$ cat config.mk
export PLATFORM = sky130hd
export DESIGN_NAME = keypad_scan_debounce
export DESIGN_NICKNAME = d
export VERILOG_FILES = /design/src/rtl/keypad_scan_debounce.sv
export SDC_FILE = /design/constraint.sdc
export NUM_CORES = 1
export LEC_CHECK = 0
export CAP_MARGIN = 0
export CORE_MARGIN = 3
export CORE_UTILIZATION = 52
export CTS_CLUSTER_SIZE = 16
export DETAILED_ROUTE_END_ITERATION = 6
export GPL_TIMING_DRIVEN = 0
export PLACE_DENSITY = 0.79
export SLEW_MARGIN = 20
export SYNTH_ARGS = -nofsm -noshare
export SYNTH_HDL_FRONTEND = slang
export SYNTH_SLANG_ARGS = --single-unit
$ cat constraint.sdc
create_clock -name clk -period 2 [get_ports clk]
set_input_delay 0.3 -clock clk [delete_from_list [all_inputs] [get_ports clk]]
set_output_delay 0.3 -clock clk [all_outputs]
set_load 0.01 [all_outputs]
$ cat src/rtl/keypad_scan_debounce.sv
// 4x4 matrix keypad scanner with tick-based debounce of press and release.
// Emits one key_valid pulse per accepted press, plus a held level in key_down.
module keypad_scan_debounce #(
  parameter int SCAN_DIV       = 50000,
  parameter int DEBOUNCE_TICKS = 20
) (
  input  logic       clk,
  input  logic       rst,
  input  logic [3:0] row,
  output logic [3:0] col,
  output logic [3:0] key_code,
  output logic       key_valid,
  output logic       key_down
);

  localparam int PW = (SCAN_DIV > 2) ? $clog2(SCAN_DIV) : 1;
  localparam int CW = $clog2(DEBOUNCE_TICKS + 1);
  localparam logic [PW-1:0] PRESC_LAST = PW'(SCAN_DIV - 1);
  localparam logic [CW-1:0] CNT_MAX    = CW'(DEBOUNCE_TICKS);
  localparam logic [CW-1:0] CNT_ONE    = CW'(1);

  typedef enum logic [1:0] {
    SCAN     = 2'd0,
    DEBOUNCE = 2'd1,
    HELD     = 2'd2
  } state_t;

  state_t        state_q, state_d;
  logic [3:0]    row_meta_q, row_s_q;
  logic [PW-1:0] presc_q, presc_d;
  logic [CW-1:0] cnt_q, cnt_d, cnt_inc;
  logic [3:0]    col_q, col_d, col_rot;
  logic [3:0]    cand_q, cand_d;
  logic [3:0]    key_code_q, key_code_d;
  logic          key_valid_q, key_valid_d;
  logic          key_down_q, key_down_d;

  logic          tick;
  logic          row_single, row_idle, row_match;
  logic [1:0]    row_idx, col_idx;
  logic          accept, release_ev;

  // Two-flop synchronizer: row is asynchronous to clk.
  always_ff @(posedge clk) begin
    if (rst) begin
      row_meta_q <= 4'hF;
      row_s_q    <= 4'hF;
    end else begin
      row_meta_q <= row;
      row_s_q    <= row_meta_q;
    end
  end

  assign tick    = (presc_q == PRESC_LAST);
  assign presc_d = tick ? '0 : presc_q + PW'(1);

  always_comb begin
    row_single = 1'b0;
    row_idx    = 2'd0;
    case (row_s_q)
      4'b1110: begin row_single = 1'b1; row_idx = 2'd0; end
      4'b1101: begin row_single = 1'b1; row_idx = 2'd1; end
      4'b1011: begin row_single = 1'b1; row_idx = 2'd2; end
      4'b0111: begin row_single = 1'b1; row_idx = 2'd3; end
      default: begin row_single = 1'b0; row_idx = 2'd0; end
    endcase
  end

  always_comb begin
    col_idx = 2'd0;
    case (col_q)
      4'b1101: col_idx = 2'd1;
      4'b1011: col_idx = 2'd2;
      4'b0111: col_idx = 2'd3;
      default: col_idx = 2'd0;
    endcase
  end

  assign row_idle  = (row_s_q == 4'b1111);
  assign row_match = row_single && (row_idx == cand_q[3:2]);
  assign col_rot   = {col_q[2:0], col_q[3]};
  // Saturating increment so the counter can never wrap back into range.
  assign cnt_inc   = (cnt_q == CNT_MAX) ? cnt_q : cnt_q + CNT_ONE;

  assign accept     = tick && (state_q == DEBOUNCE) && row_match && (cnt_inc == CNT_MAX);
  assign release_ev = tick && (state_q == HELD) && row_idle && (cnt_inc == CNT_MAX);

  // State register
  always_ff @(posedge clk) begin
    if (rst) state_q <= SCAN;
    else     state_q <= state_d;
  end

  // Next-state and datapath updates; everything holds between ticks.
  always_comb begin
    state_d = state_q;
    cnt_d   = cnt_q;
    cand_d  = cand_q;
    col_d   = col_q;
    if (tick) begin
      case (state_q)
        SCAN: begin
          if (row_single) begin
            cand_d  = {row_idx, col_idx};
            cnt_d   = CNT_ONE;
            state_d = DEBOUNCE;
          end else begin
            col_d = col_rot;
          end
        end
        DEBOUNCE: begin
          if (row_match) begin
            if (cnt_inc == CNT_MAX) begin
              cnt_d   = '0;
              state_d = HELD;
            end else begin
              cnt_d = cnt_inc;
            end
          end else begin
            cnt_d   = '0;
            col_d   = col_rot;
            state_d = SCAN;
          end
        end
        HELD: begin
          if (row_idle) begin
            if (cnt_inc == CNT_MAX) begin
              cnt_d   = '0;
              col_d   = col_rot;
              state_d = SCAN;
            end else begin
              cnt_d = cnt_inc;
            end
          end else begin
            cnt_d = '0;
          end
        end
        default: begin
          cnt_d   = '0;
          state_d = SCAN;
        end
      endcase
    end
  end

  // Output logic: outputs are registered, so they appear one cycle after the tick.
  always_comb begin
    key_code_d  = key_code_q;
    key_valid_d = 1'b0;
    key_down_d  = key_down_q;
    if (accept) begin
      key_code_d  = cand_q;
      key_valid_d = 1'b1;
      key_down_d  = 1'b1;
    end else if (release_ev) begin
      key_down_d = 1'b0;
    end
  end

  always_ff @(posedge clk) begin
    if (rst) begin
      presc_q     <= '0;
      cnt_q       <= '0;
      cand_q      <= 4'd0;
      col_q       <= 4'b1110;
      key_code_q  <= 4'd0;
      key_valid_q <= 1'b0;
      key_down_q  <= 1'b0;
    end else begin
      presc_q     <= presc_d;
      cnt_q       <= cnt_d;
      cand_q      <= cand_d;
      col_q       <= col_d;
      key_code_q  <= key_code_d;
      key_valid_q <= key_valid_d;
      key_down_q  <= key_down_d;
    end
  end

  assign col       = col_q;
  assign key_code  = key_code_q;
  assign key_valid = key_valid_q;
  assign key_down  = key_down_q;

endmodule

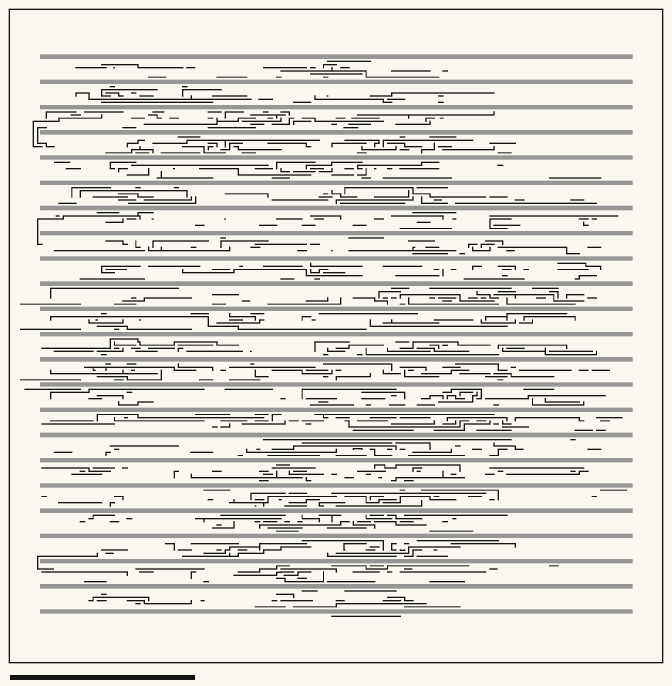
Figure 1: run 1, met1 routing.
Bar = 20 um. Supply wires on this layer in gray.
- share of all routed wire: 46%
- nets with wire on the layer: 279

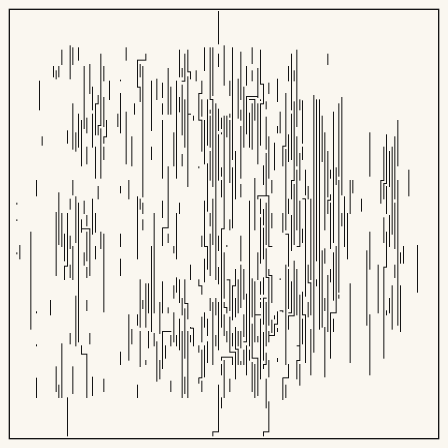
Figure 2: run 1, M2 wires.
- longest straight run: 42.2 um
- nets with wire on the layer: 253
- main direction: vertical
- wire length on this layer: 2360 um

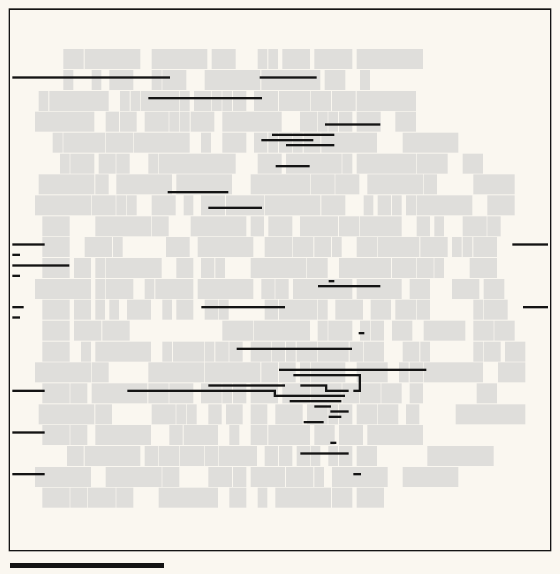
Figure 3: run 1, the metal 3 layer.
Bar = 20 um. Cells faint in the background.
- share of all routed wire: 5.0%
- wire length on this layer: 250 um
- nets with wire on the layer: 30
- longest straight run: 20.2 um
- main direction: horizontal

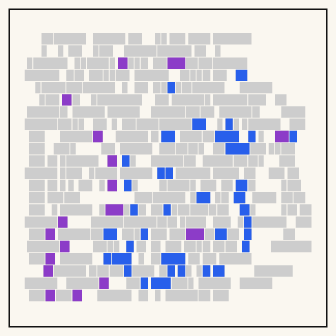
Figure 4: run 1, gate-type map.
- and/or cells: purple (cells 17; most used or2_2)
- aoi and oai cells: blue (cells 36; most used a21oi_1)

==> impl_metrics.toml, run 1 <==
# physical design summary
[floorplanning]
die_w_um = 70.3
fp.dieArea_sq_um = 4940
core-area_sq_um = 3830
placementRows = 22
fp_util_pct = 56.2
die_h_um = 70.3
ios = 16
n_tap_cell = 48

[placement]
io_buffers = 15
dp_hpwl_um = 3010
post-place-ws_ns = -0.279
place_area_sq_um = 2410
place_congestion = 0.905

[yosys]
synth.distinct_cells = 41
synth_top_cell_by_count = "dfxtp_1"
largest_area_cell = "dfxtp_1"
mux_share_pct = 3.32
postSynthSeqShare_pct = 41.9
synthTopLogicFamily = "simple AND/OR/NAND/NOR gates"
ys_sh_xor_pct = 8.55
flop_cell = "dfxtp_1"
synthAoiAreaFrac_pct = 12.1
edf_count = 0
synthSimpleGateAreaFrac_pct = 28.6
synth.net_count = 264
synth.avg_cell_area_sq_um = 8.43
yosys_area_sq_um = 2150
synth_warnings = 0
yosysTopAreaCellShare_pct = 41.9
ys.flops = 45
top_cells_by_area = "dfxtp_1, nor2_1, a21oi_1"

[cts]
cts.hold.buffers_added = 0
post_cts_resized = 21
cts_buffer_depth = 2
cts.clk_slew.worst_paths_ns = 0.08
tritoncts = "built"
root_buffer = "clkbuf_8"
cts.sinks = 45
postCtsSetupBuffers = 16

[finish]
utilization_pct = 73.7
num-nonclk-inverters = 6
seq_area_sq_um = 917
buf_share_pct = 13.3
comb_share_pct = 48.1
final_area_sq_um = 2820
seq_cell_count = 45
final_cells = 343
fill_cells = 276
lay_top_cells = "dfxtp_1, nor2_1, buf_4, nand2_1, a21oi_1"
sh_seq_area_pct = 32.5
dominant_cells = "multi-input combinational cells"
antenna_cells = 0
lay_top_count = "dfxtp_1"
logic_gate_count = 191
area.combinational_sq_um = 1360

[routing]
ant_nets = 0
drt-initial-drc-count = 112
num_vias = 1940
drt_wl_total_um = 4980
drc = 0
dr.pass1.iters = 4
met1_length_um = 2290
wl_per_cell_um = 14.5
dr.max_layer_used = "met4"
routed_via_density = 5.66

[timing]
post-route-min-period_ns = 2.08
worst_pin_slew_ns = 0.552
setup_tns_ns = -0.427
hold_viol = 0
clock.fmax_mhz = 480
finalMaxSlewViolations = 0
setup_viol = 8
worst_slack_ns = -0.0840
finClkSkew_ns = 0.00326
rsz0062_at_grt = "yes"
max_slew_margin_pct = 63.2
whs_ns = 0.411
period_used_pct = 104

[status]
violations = "setup timing"
status = "finished, violations left"

[power]
pwr_density_cell_nw_per_um2 = 562
pwr-share-seq_pct = 57.7
p_int_mw = 1.22
cellLeakagePower_nw = 1.03
p_clk_share_pct = 36.4
total_power_mw = 1.59
vdd.ir_drop.worst_mv = 0.475
power_frac_comb_pct = 6.0
p_sw_uw = 364
switching_share_pct = 22.9

[setup_path]
crit_arrival_ns = 2.27
end_kind = "flip-flop"
startpoint_type = "flip-flop"
max_stage_delay_ns = 0.59
crit_buf_inv = 0
crit_path_top_delay_cell = "or4_4"
path_common_cell = "or4_4"
path_delay_family = "simple AND/OR/NAND/NOR gates"
crit_fanout = 4

[global_route]
grt_overflow = 0
grt_pass1_vias = 1785
grtUsageTotal_pct = 19.5
grt_pass1_wl_um = 7980
met3_usage_pct = 4.60
top_usage_layer = "met2"
grtUsageMet1_pct = 26.2
grt_max_degree = 14

[flow_run]
log.warning_count = 29
maxCapViolCount = 0
-- run 1: worst paths after layout --
check	from	to	slack, ns	cells past startpoint
max reg2reg	presc_q[11]	col[1]	-0.08	5
max	presc_q[11]	col[1]	-0.08	5
min reg2reg	row_meta_q[2]	row_s_q[2]	0.41	1
min	row_meta_q[2]	row_s_q[2]	0.41	1
-- run 1: power by group through the flow --
stage	clock (mW)	combinational [mW]	sequential, mW
finish	0.577	0.0949	0.914
global route	0.615	0.106	0.916
CTS	0.586	0.0872	0.911
detailed placement	0	0.0813	0.934
global placement	0	0.0801	0.934
floorplan	0	0.0584	0.933
-- run 1: sequential cells by signal, indices dropped and copies added (netlist names) --
signal      cells
row_meta_q      4
col             4
cand_q          4
cnt_q           5
state_q         2
key_code        4
key_valid       1
key_down        1
row_s_q         4
presc_q        16
==> run 1 -> run 2 <==
--- a/config.mk
+++ b/config.mk
@@ -10,6 +10,7 @@
 export CORE_UTILIZATION = 52
 export CTS_CLUSTER_SIZE = 16
 export DETAILED_ROUTE_END_ITERATION = 6
+export GPL_ROUTABILITY_DRIVEN = 0
 export GPL_TIMING_DRIVEN = 0
 export PLACE_DENSITY = 0.79
 export SLEW_MARGIN = 20
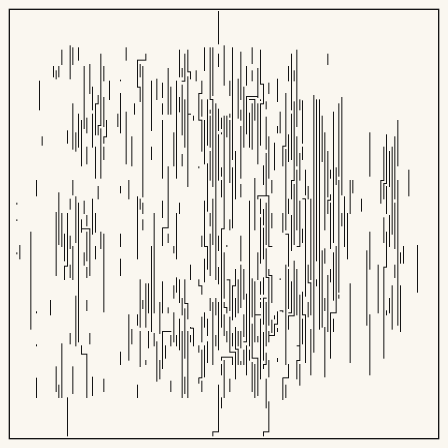
Figure 5: run 2, M2 wires.
- longest straight run: 42.2 um
- main direction: vertical
- nets with wire on the layer: 253
- wire length on this layer: 2360 um

==> run 2 against run 1 <==
  * First-iteration DRC count unchanged
  * Cell area unchanged
  * Sequential share of layout area unchanged
  * Maximum frequency unchanged
  * Synthesized cell count unchanged
  * Clock power about the same
  * Clock skew unchanged
  * Core utilization unchanged
  * The run still ends with setup timing left
  * Power unchanged
  * Non-clock buffer count unchanged
  * Final cell count unchanged
==> impl_metrics.toml, run 2 <==
# physical design summary
[setup_path]
crit_arrival_ns = 2.27
startpoint_type = "flip-flop"
crit_buf_inv = 0
max_stage_delay_ns = 0.59
rrSetupSlack_ns = -0.08
crit_path_top_delay_cell = "or4_4"
r2r-start = "presc_q[11]"
path_common_cell = "or4_4"
r2r_end = "col[1]"
crit_start = "presc_q[11]"
crit_fanout = 4
path_delay_family = "simple AND/OR/NAND/NOR gates"

[timing]
finClkSkew_ns = 0.00326
whs_ns = 0.411
max_slew_margin_pct = 63.2
setup_viol = 8
finalMaxSlewViolations = 0
hold_viol = 0
worst_pin_slew_ns = 0.552
clock.fmax_mhz = 480
setup_tns_ns = -0.427
worst_slack_ns = -0.0840

[yosys]
synth_warnings = 0
synthSimpleGateAreaFrac_pct = 28.6
synth_top_cell_by_count = "dfxtp_1"
flop_cell = "dfxtp_1"
synth.avg_cell_area_sq_um = 8.43
synth.distinct_cells = 41
largest_area_cell = "dfxtp_1"
mux_share_pct = 3.32
yosysTopAreaCellShare_pct = 41.9
edf_count = 0
yosys_area_sq_um = 2150
synthAoiAreaFrac_pct = 12.1
ys.flops = 45
top_cells_by_area = "dfxtp_1, nor2_1, a21oi_1"
synth.net_count = 264
postSynthSeqShare_pct = 41.9

[cts]
cts.clk_slew.worst_paths_ns = 0.08
tritoncts = "built"
root_buffer = "clkbuf_8"
cts.sinks = 45
cts_buffer_depth = 2

[placement]
place_area_sq_um = 2410
post-place-ws_ns = -0.279
dp_hpwl_um = 3010
io_buffers = 15

[finish]
fill_cells = 276
seq_area_sq_um = 917
utilization_pct = 73.7
largest_reg_flops = 16
top_register = "presc_q"
area.combinational_sq_um = 1360
reg_top3 = "presc_q: 16 flops, cnt_q: 5 flops"
final_area_sq_um = 2820
final_cells = 343

[floorplanning]
ios = 16
fp_util_pct = 56.2
die_w_um = 70.3
placementRows = 22
core-area_sq_um = 3830

[global_route]
top_usage_layer = "met2"
grt_max_degree = 14
met3_usage_pct = 4.60
grtUsageTotal_pct = 19.5
grtUsageMet1_pct = 26.2

[flow_run]
log.warning_count = 29
maxCapViolCount = 0

[power]
total_power_mw = 1.59
vdd.ir_drop.worst_mv = 0.475
pwr_density_cell_nw_per_um2 = 562

[status]
status = "finished, violations left"
violations = "setup timing"

[routing]
wl_per_cell_um = 14.5
drc = 0
ant_nets = 0
met1_length_um = 2290

[min_path]
hold_path_depth = 1
hold_start = "row_meta_q[2]"
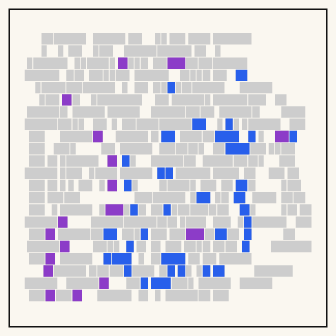
Figure 6: run 2, gate-type map.
- aoi and oai cells: blue (cells 36; most used a21oi_1)
- and/or cells: purple (cells 17; most used or2_2)

[run 2: what timing repair did]
item,in CTS,in global routing
resized,21,24
gates cloned,0,1
setup endpoints to repair,34,29
buffers inserted,16,6
pin swaps,22,22
hold buffers,0,0
[run 2: final cells by class]
class / instances / share of cell area (%)
buffer: 9 / 1.82
multi-input combinational: 191 / 48.1
sequential: 45 / 32.5
inverter: 6 / 0.887
tap: 48 / 2.13
timing repair buffer: 37 / 11.4
clock buffer: 6 / 2.93
clock inverter: 1 / 0.222
[run 2: report_power, final]
group          switching (mW)  leakage, nW  total [mW]  internal, mW
sequential            0.00843        0.369       0.914         0.906
combinational          0.0528        0.617      0.0949        0.0420
clock                   0.302       0.0476       0.577         0.274
Power and IR drop assume default switching activity.
